File: src/rtl/arb_burst_ctrl.sv
// Burst owner latch + fixed-length beat mover from one granted requester to a shared channel.
// Latency: one cycle from source accept to m_valid; grant to first src_ready is one cycle.
// Backpressure: src_ready follows the m_ready pop of the output register; stalled owners abort after TIMEOUT cycles.
module arb_burst_ctrl #(
    parameter int DW        = 8,
    parameter int BURST_LEN = 4,
    parameter int TIMEOUT   = 16
) (
    input  logic            clk,
    input  logic            rst_n,
    input  logic [3:0]      gnt_i,
    input  logic [3:0]      src_valid,
    input  logic [4*DW-1:0] src_data,
    output logic [3:0]      src_ready,
    output logic            m_valid,
    output logic [DW-1:0]   m_data,
    input  logic            m_ready,
    output logic [1:0]      m_owner,
    output logic            busy,
    output logic [3:0]      done,
    output logic            abort,
    output logic            gnt_err
);

    localparam int BW = $clog2(BURST_LEN + 1);
    localparam int TW = $clog2(TIMEOUT + 1);
    localparam logic [BW-1:0] LP_BURST      = BW'(BURST_LEN);
    localparam logic [BW-1:0] LP_BURST_LAST = BW'(BURST_LEN - 1);
    localparam logic [TW-1:0] LP_TO_LAST    = TW'(TIMEOUT - 1);

    typedef enum logic [1:0] {
        S_IDLE  = 2'd0,
        S_XFER  = 2'd1,
        S_DRAIN = 2'd2
    } state_t;

    state_t          r_state;
    state_t          w_state_nxt;
    logic [1:0]      r_owner;
    logic [BW-1:0]   r_beat_cnt;
    logic [TW-1:0]   r_stall_cnt;
    logic            r_m_valid;
    logic [DW-1:0]   r_m_data;
    logic            r_aborted;
    logic            r_gnt_err;

    logic            w_gnt_onehot;
    logic [1:0]      w_gnt_idx;
    logic [DW-1:0]   w_beat;
    logic            w_src_rdy_own;
    logic            w_accept;
    logic            w_stall;
    logic            w_abort;
    logic            w_drain_exit;

    assign w_gnt_onehot = (gnt_i != 4'd0) && ((gnt_i & (gnt_i - 4'd1)) == 4'd0);

    always_comb begin
        w_gnt_idx = 2'd0;
        if (gnt_i[1]) w_gnt_idx = 2'd1;
        if (gnt_i[2]) w_gnt_idx = 2'd2;
        if (gnt_i[3]) w_gnt_idx = 2'd3;
    end

    assign w_beat = src_data[DW*32'(r_owner) +: DW];

    always_comb begin
        w_state_nxt   = r_state;
        w_src_rdy_own = 1'b0;
        w_accept      = 1'b0;
        w_stall       = 1'b0;
        w_abort       = 1'b0;
        w_drain_exit  = 1'b0;
        case (r_state)
            S_IDLE: begin
                if (w_gnt_onehot) w_state_nxt = S_XFER;
            end
            S_XFER: begin
                w_src_rdy_own = (!r_m_valid || m_ready) && (r_beat_cnt < LP_BURST);
                w_accept      = w_src_rdy_own && src_valid[r_owner];
                w_stall       = w_src_rdy_own && !src_valid[r_owner];
                if (w_accept && (r_beat_cnt == LP_BURST_LAST)) begin
                    w_state_nxt = S_DRAIN;
                end else if (w_stall && (r_stall_cnt == LP_TO_LAST)) begin
                    w_abort     = 1'b1;
                    w_state_nxt = S_DRAIN;
                end
            end
            S_DRAIN: begin
                // Exit in the same cycle the last beat pops (or at once if already empty).
                if (!r_m_valid || m_ready) begin
                    w_drain_exit = 1'b1;
                    w_state_nxt  = S_IDLE;
                end
            end
            default: w_state_nxt = S_IDLE;
        endcase
    end

    always_ff @(posedge clk or negedge rst_n) begin
        if (!rst_n) begin
            r_state     <= S_IDLE;
            r_owner     <= 2'd0;
            r_beat_cnt  <= '0;
            r_stall_cnt <= '0;
            r_m_valid   <= 1'b0;
            r_m_data    <= '0;
            r_aborted   <= 1'b0;
            r_gnt_err   <= 1'b0;
        end else begin
            r_state   <= w_state_nxt;
            r_gnt_err <= (r_state == S_IDLE) && (gnt_i != 4'd0) && !w_gnt_onehot;

            if ((r_state == S_IDLE) && w_gnt_onehot) begin
                r_owner     <= w_gnt_idx;
                r_beat_cnt  <= '0;
                r_stall_cnt <= '0;
                r_aborted   <= 1'b0;
            end

            if (w_accept) begin
                r_beat_cnt  <= r_beat_cnt + 1'b1;
                r_stall_cnt <= '0;
            end else if (w_stall) begin
                r_stall_cnt <= r_stall_cnt + 1'b1;
            end

            if (w_abort) r_aborted <= 1'b1;

            // A new beat replaces a popped one without a bubble.
            if (w_accept) begin
                r_m_valid <= 1'b1;
                r_m_data  <= w_beat;
            end else if (m_ready) begin
                r_m_valid <= 1'b0;
            end
        end
    end

    assign src_ready = w_src_rdy_own ? (4'b0001 << r_owner) : 4'b0000;
    assign done      = (w_drain_exit && !r_aborted) ? (4'b0001 << r_owner) : 4'b0000;
    assign abort     = w_abort;
    assign gnt_err   = r_gnt_err;
    assign m_valid   = r_m_valid;
    assign m_data    = r_m_data;
    assign m_owner   = r_owner;
    assign busy      = (r_state != S_IDLE);

endmodule

File: config.mk
export PLATFORM = sky130hd
export DESIGN_NAME = arb_burst_ctrl
export DESIGN_NICKNAME = d
export VERILOG_FILES = /design/src/rtl/arb_burst_ctrl.sv
export SDC_FILE = /design/constraint.sdc
export NUM_CORES = 1
export LEC_CHECK = 0
export ABC_AREA = 0
export CORE_MARGIN = 2
export CORE_UTILIZATION = 41
export DETAILED_ROUTE_END_ITERATION = 8
export GPL_ROUTABILITY_DRIVEN = 1
export PLACE_DENSITY = 0.8
export SYNTH_ARGS = -nofsm -noshare
export SYNTH_HDL_FRONTEND = slang
export SYNTH_SLANG_ARGS = --single-unit
export TNS_END_PERCENT = 10
File: constraint.sdc
create_clock -name clk -period 2.35 [get_ports clk]
set_input_delay 0.235 -clock clk [delete_from_list [all_inputs] [get_ports clk]]
set_output_delay 0.235 -clock clk [all_outputs]
set_load 0.05 [all_outputs]
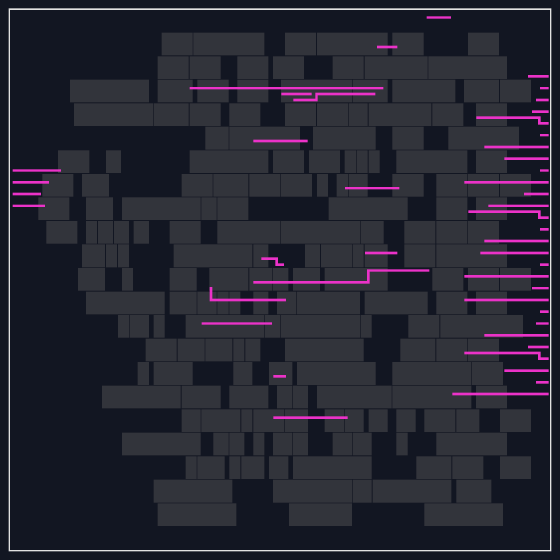
run_1/m3.png
Cells faint in the background.
The wires run mostly horizontal. 43 nets have wire on it.
GRT met3 Usage: 4.32%
DR vias: 1235
aggregate routed wire length: 3.86 mm

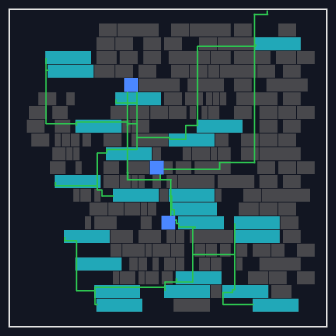
run_1/clock_wires.png
clock wires: shown in green, length 313 um. clock-net drivers: shown in blue, count 3. flip-flops: shown in cyan, count 23.
There are 4 routed clock nets.
later-pin clock latency in the skew report: 0.32 ns
clock network fraction of design power: 8.3%
Worst Clk Skew: 0.00909 ns
clock network power: 191 uW

==> impl_table.tex, run 1 <==
% Table of physical implementation metrics
\begin{tabular}{lr}
\hline
Metric & Value \\
\hline
\multicolumn{2}{l}{\textbf{Outcome}} \\
\quad Run status & complete, no violations \\
\multicolumn{2}{l}{\textbf{Power}} \\
\quad Power in sequential cells & 649 uW \\
\quad P\_sw & 1.08 mW \\
\quad Combinational power share & 63.6\% \\
\quad Combinational logic power & 1.47 mW \\
\quad Peak ir drop on the vdd network & 0.000460 V \\
\quad Leak & 0.890 nW \\
\multicolumn{2}{l}{\textbf{Floorplanning}} \\
\quad Total die size & 0.00390 sq mm \\
\quad Fraction of the core area occupied by cells at floorplan & 42.3\% \\
\quad Die Y-Extent & 62.4 um \\
\quad Die Wd & 62.4 um \\
\multicolumn{2}{l}{\textbf{Cells and area}} \\
\quad Number of nets in the layout & 233 \\
\quad Most used cells in the layout excluding fill and tap cells & clkdlybuf4s50\_1, dfrtp\_1, nor2\_1 \\
\quad Post-route insts no fill & 231 \\
\quad Most instantiated logic cell after routing & clkdlybuf4s50\_1 \\
\quad Share of layout cells above drive strength 1 & 21.1\% \\
\multicolumn{2}{l}{\textbf{GRT}} \\
\quad Wire length of the first global-routing pass & 6.30 mm \\
\quad Via count of the first global-routing pass & 1258 \\
\multicolumn{2}{l}{\textbf{Clocking}} \\
\quad Number of hold buffers added after CTS & 0 \\
\quad Gates resized, CTS repair & 0 \\
\quad Post-CTS setup-driven buffer insertion count & 0 \\
\quad Cell at the root of the clock tree & clkbuf\_4 \\
\quad Buffers from clock root to sink, at most & 2 \\
\multicolumn{2}{l}{\textbf{Critical path}} \\
\quad Beginning of the worst register-to-register path & m\_owner[0] \\
\quad Type of origin of the critical path & flop \\
\quad Startpoint-to-endpoint class of the critical path & reg2out \\
\quad Required time at the worst-slack endpoint & 2.12 ns \\
\quad Crit Path Max Fanout & 9 \\
\quad Crit. Startpoint & m\_owner[0] \\
\multicolumn{2}{l}{\textbf{Detailed routing}} \\
\quad Total length of routed met2 wires & 2.06 mm \\
\quad Post-route DRC violation count & 0 \\
\quad Met3 Wirelength & 252 um \\
\quad Number of search-and-repair iterations in the first detailed-routing pass & 4 \\
\quad Remaining antenna violation count after routing & 0 \\
\quad Routed length on met1 & 1.48 mm \\
\quad Iter 0 DRT Violations & 32 \\
\multicolumn{2}{l}{\textbf{Timing}} \\
\quad Total count of hold-check failures in the final report & 0 \\
\quad Final Cycle Share & 95.3\% \\
\quad Total Negative Setup Slacks & 0 ns \\
\quad Transition time of the tightest slew-check pin & 0.694 ns \\
\multicolumn{2}{l}{\textbf{Yosys}} \\
\quad Flip-flop and latch count after synthesis & 23 \\
\quad Number of nets produced by synthesis & 169 \\
\quad Number of synthesis warnings & 0 \\
\quad Netlist cell types & 35 \\
\quad Cell Area, Synth & 0.00140 sq mm \\
\quad Count of instantiated cells in the yosys netlist & 122 \\
\multicolumn{2}{l}{\textbf{Placed design}} \\
\quad Final Wtd Congestion & 0.765 \\
\quad DPL Wire Length & 3.08 mm \\
\quad Count of buffers inserted at the top-level ports & 64 \\
\hline
\end{tabular}
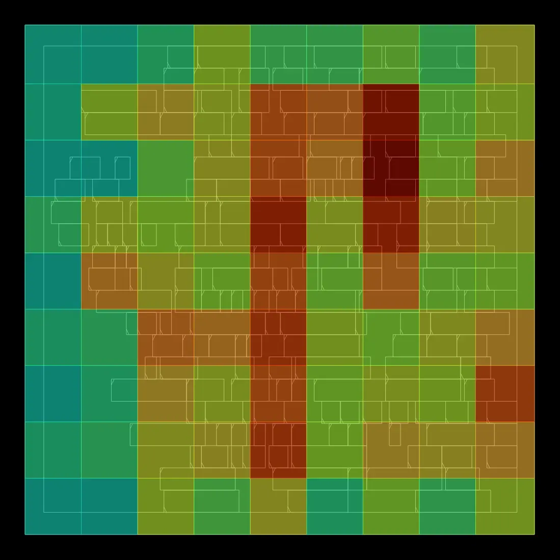
run_1/congestion_map.png
global routing usage on met2: 39.2%
grt met1 use: 22.8%
share of the core filled with cells: 66.0%
most used routing layer: met2

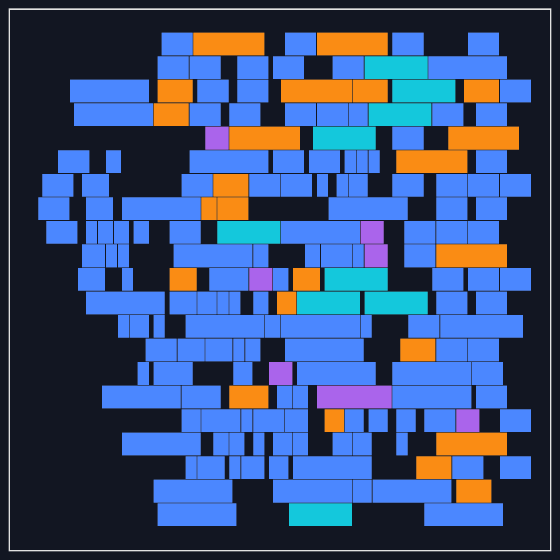
run_1/sizing.png
x2: shown in orange, cells 23. x6 and larger: shown in cyan, cells 9, most used buf_12. x1 and smaller: shown in blue, cells 146, most used clkdlybuf4s50_1. x3 and x4: shown in purple, cells 7.
post-route cell area: 0.00219 sq mm
area added between synthesis and finish: 56.3%
number of buffers other than clock buffers in the final layout: 67
setup slack after layout: 0.110 ns

[run 1: routing by layer]
layer | vias up | track usage [%]
met1 | 595 | 22.8
met3 | 6 | 4.32
li1 | 578 | -
met4 | 0 | 7.78
met5 | - | 0
met2 | 56 | 39.2
[run 1: stage by stage]
stage               setup WS, ns  cell area (sq um)  hold WS, ns
floorplan                 -0.141               1400      -0.0606
global placement           0.297               2160        0.467
detailed placement         0.239               2160        0.473
CTS                        0.102               2190        0.261
global route              0.0432               2190        0.278
finish                     0.110               2190        0.261
[run 1: critical path: stages (launching register included)]
cell,delay [ns]
dfrtp_1,0.41
mux4_2,0.66
nor4_2,0.23
and2_1,0.24
buf_12,0.15
[run 1: state kept, by name (all words and copies together) (netlist names)]
| name | cells |
|---|---|
| r_stall_cnt | 5 |
| r_beat_cnt | 3 |
| r_state | 2 |
| m_data | 8 |
| r_aborted | 1 |
| m_valid | 1 |
| m_owner | 2 |
| gnt_err | 1 |
[run 1: kinds of logic (layout without fill, tap and decap cells)]
family	after synthesis	count (layout)	share of synthesized area, %
DFF	23	23	41.1
AOI/OAI and AO/OA	20	20	9.39
muxes	19	19	22.6
buffers and inverters	14	77	5.63
and+or+nand+nor	41	41	17.0
adders and majority gates	4	4	3.58
xor gates and xnor gates	1	1	0.626
[run 1: layout make-up]
| cell class | instances | area [sq um] | area share (%) |
|---|---|---|---|
| clock buffer | 3 | 22.5 | 1.03 |
| inverter | 6 | 22.5 | 1.03 |
| clock inverter | 1 | 5.00 | 0.229 |
| sequential | 23 | 576 | 26.3 |
| timing repair buffer | 67 | 753 | 34.5 |
| tap | 46 | 57.6 | 2.63 |
| multi-input combinational | 85 | 749 | 34.3 |
[run 1: Yosys cell counts, drive strengths merged]
| cell | n | area, sq um |
|---|---|---|
| clkbuf | 5 | 18.8 |
| o221ai | 1 | 8.76 |
| or3 | 2 | 12.5 |
| and3 | 1 | 6.26 |
| mux2 | 8 | 90.1 |
| buf | 3 | 37.5 |
| ha | 4 | 50.1 |
| inv | 6 | 22.5 |
| o21ai | 7 | 38.8 |
| nand4b | 1 | 23.8 |
| nand3b | 1 | 7.51 |
| a31o | 1 | 8.76 |
| nor4b | 2 | 17.5 |
| nor2b | 2 | 12.5 |
| o22ai | 3 | 18.8 |
| o32ai | 2 | 17.5 |
| nor4 | 1 | 12.5 |
| or2 | 2 | 12.5 |
| nand2 | 4 | 15.0 |
| a21oi | 3 | 15.0 |
| nand2b | 5 | 31.3 |
| and2 | 1 | 6.26 |
| dfrtp | 23 | 576 |
| mux2i | 2 | 20.0 |
| xor2 | 1 | 8.76 |
| nor2 | 12 | 45.0 |
| nor3 | 6 | 30.0 |
| a211oi | 1 | 7.51 |
| mux4 | 9 | 206 |
| o41ai | 1 | 8.76 |
| nand3 | 1 | 5.00 |
| a21o | 1 | 7.51 |
[run 1: worst paths after layout]
kind | end | cells after the start
worst max-delay path | abort | 4
worst min-delay path | r_stall_cnt[1] | 2
worst max register to register | m_data[2] | 3
worst min register to register | r_beat_cnt[0] | 1
max in group asynchronous | m_data[0] | 2
min in group clk | r_beat_cnt[0] | 1
==> inputs of run 2 (changes only) <==
--- a/config.mk
+++ b/config.mk
@@ -11,6 +11,7 @@
 export DETAILED_ROUTE_END_ITERATION = 8
 export GPL_ROUTABILITY_DRIVEN = 1
 export PLACE_DENSITY = 0.8
+export SKIP_CTS_REPAIR_TIMING = 1
 export SYNTH_ARGS = -nofsm -noshare
 export SYNTH_HDL_FRONTEND = slang
 export SYNTH_SLANG_ARGS = --single-unit
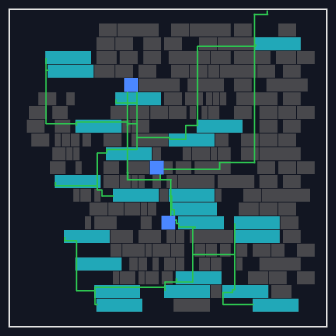
run_2/clock_wires.png
flip-flops: shown in cyan, count 23. clock wires: shown in green, length 313 um. clock-net drivers: shown in blue, count 3.
There are 4 routed clock nets.

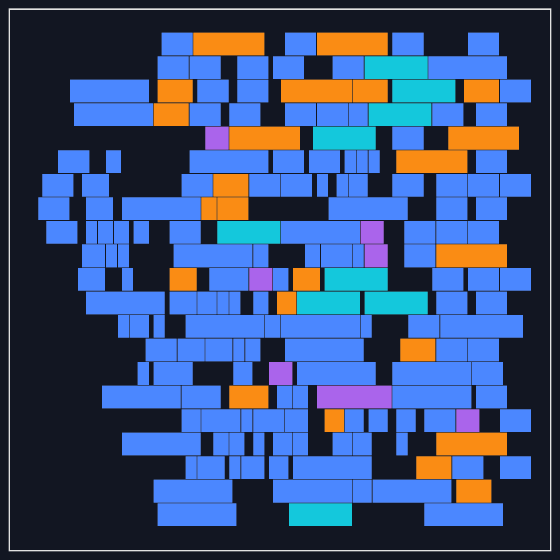
run_2/sizing.png
x3 and x4: shown in purple, cells 7. x2: shown in orange, cells 23. x1 and smaller: shown in blue, cells 146, most used clkdlybuf4s50_1. x6 and larger: shown in cyan, cells 9, most used buf_12.

==> run 2 against run 1 <==
Wire length is the same. Utilization is the same. Final area is the same. Non-clock buffer count is the same. Sequential power is essentially flat. Register-to-register slack is essentially flat. Die size is the same. Sequential share of layout area is the same. Via count is the same. Critical path type unchanged.
==> impl_table.tex, run 2 <==
% Table of physical implementation metrics
\begin{tabular}{lr}
\hline
Metric & Value \\
\hline
\multicolumn{2}{l}{\textbf{Yosys}} \\
\quad Post-synthesis cell type with the largest instance count & dfrtp\_1 \\
\quad Main area contributors & dfrtp\_1, mux4\_2, mux2\_2 \\
\quad Synth Flop Type & dfrtp\_1 \\
\quad Netlist cell types & 35 \\
\quad Top cells by count & dfrtp\_1, nor2\_1, mux2\_2, mux4\_2 \\
\quad Fraction of post-synthesis cell area in the top cell type by area & 41.1\% \\
\quad Async set or reset register ratio after synthesis & 100\% \\
\multicolumn{2}{l}{\textbf{Critical path}} \\
\quad Worst setup path endpoint & abort \\
\quad Crit. Startpoint & m\_owner[0] \\
\quad Reg-to-reg endpoint & m\_data[2] \\
\quad Beginning of the worst register-to-register path & m\_owner[0] \\
\quad Type of origin of the critical path & flop \\
\quad Worst reg-to-reg path cell count & 3 \\
\quad Crit Path Max Fanout & 9 \\
\multicolumn{2}{l}{\textbf{Placed design}} \\
\quad Final Wtd Congestion & 0.765 \\
\quad Count of buffers inserted at the top-level ports & 64 \\
\multicolumn{2}{l}{\textbf{Cells and area}} \\
\quad Number of nets in the layout & 233 \\
\quad Share of layout cells above drive strength 1 & 21.1\% \\
\quad Post-route cell area & 0.00219 sq mm \\
\quad Most instantiated logic cell after routing & clkdlybuf4s50\_1 \\
\multicolumn{2}{l}{\textbf{Floorplanning}} \\
\quad Die Wd & 62.4 um \\
\quad Die Y-Extent & 62.4 um \\
\quad Fraction of the core area occupied by cells at floorplan & 42.3\% \\
\quad Total die size & 0.00390 sq mm \\
\multicolumn{2}{l}{\textbf{Timing}} \\
\quad Setup slack after layout & 0.110 ns \\
\quad Final Cycle Share & 95.3\% \\
\multicolumn{2}{l}{\textbf{Detailed routing}} \\
\quad Number of search-and-repair iterations in the first detailed-routing pass & 4 \\
\multicolumn{2}{l}{\textbf{Clocking}} \\
\quad Cell at the root of the clock tree & clkbuf\_4 \\
\quad Buffers from clock root to sink, at most & 2 \\
\multicolumn{2}{l}{\textbf{Power}} \\
\quad Leak & 0.890 nW \\
\quad Peak ir drop on the vdd network & 0.000460 V \\
\multicolumn{2}{l}{\textbf{GRT}} \\
\quad Via count of the first global-routing pass & 1258 \\
\quad Wire length of the first global-routing pass & 6.30 mm \\
\multicolumn{2}{l}{\textbf{Outcome}} \\
\quad Run status & complete, no violations \\
\hline
\end{tabular}
[run 2: per-stage QoR]
step | TNS [ns] | hold WS [ns] | std cells | utilization (%)
4_1_cts | 0 | 0.261 | 231 | 66.0
2_1_floorplan | -0.213 | -0.0606 | 122 | -
5_1_grt | 0 | 0.278 | 231 | 66.0
3_5_place_dp | 0 | 0.473 | 227 | 65.2
6_report | 0 | 0.261 | 231 | 66.0
3_3_place_gp | 0 | 0.467 | 227 | 65.2
[run 2: how the worst min path moves through the flow]
stage / from / end / slack (ns) / cells past startpoint
floorplan: rst_n / gnt_err / -0.06 / 0
global placement: r_beat_cnt[0] / r_beat_cnt[0] / 0.47 / 1
detailed placement: r_aborted / r_aborted / 0.47 / 1
CTS: rst_n / m_owner[1] / 0.26 / 2
global route: rst_n / m_data[1] / 0.28 / 2
finish: rst_n / r_stall_cnt[1] / 0.26 / 2
[run 2: layout make-up]
| type | instances | area (sq um) | share of cell area [%] |
|---|---|---|---|
| Inverter | 6 | 22.5 | 1.03 |
| Clock buffer | 3 | 22.5 | 1.03 |
| Tap cell | 46 | 57.6 | 2.63 |
| Timing Repair Buffer | 67 | 753 | 34.5 |
| Sequential cell | 23 | 576 | 26.3 |
| Multi-Input combinational cell | 85 | 749 | 34.3 |
| Clock inverter | 1 | 5.00 | 0.229 |
[run 2: kinds of logic after synthesis]
logic type | Yosys count | synth area share (%)
and+or+nand+nor | 41 | 17.0
DFF | 23 | 41.1
AOI/OAI and AO/OA | 20 | 9.39
muxes | 19 | 22.6
buffers and inverters | 14 | 5.63
adders and majority gates | 4 | 3.58
xor gates and xnor gates | 1 | 0.626
[run 2: report_power, final]
part	leakage, nW	internal (mW)	switching [mW]
sequential	0.287	0.544	0.106
clock	0.0177	0.0638	0.128
combinational	0.585	0.625	0.843
[run 2: critical path, stage by stage, from the launching register on]
cell     delay (ns)
dfrtp_1        0.41
mux4_2         0.66
nor4_2         0.23
and2_1         0.24
buf_12         0.15
[run 2: layer usage]
metal  global-route usage, %  share of wire [%]
met5                       0                  0
met4                    7.78                1.6
met3                    4.32                6.5
met2                    39.2                 54
met1                    22.8                 38
Power is estimated from default activity; no workload was simulated.
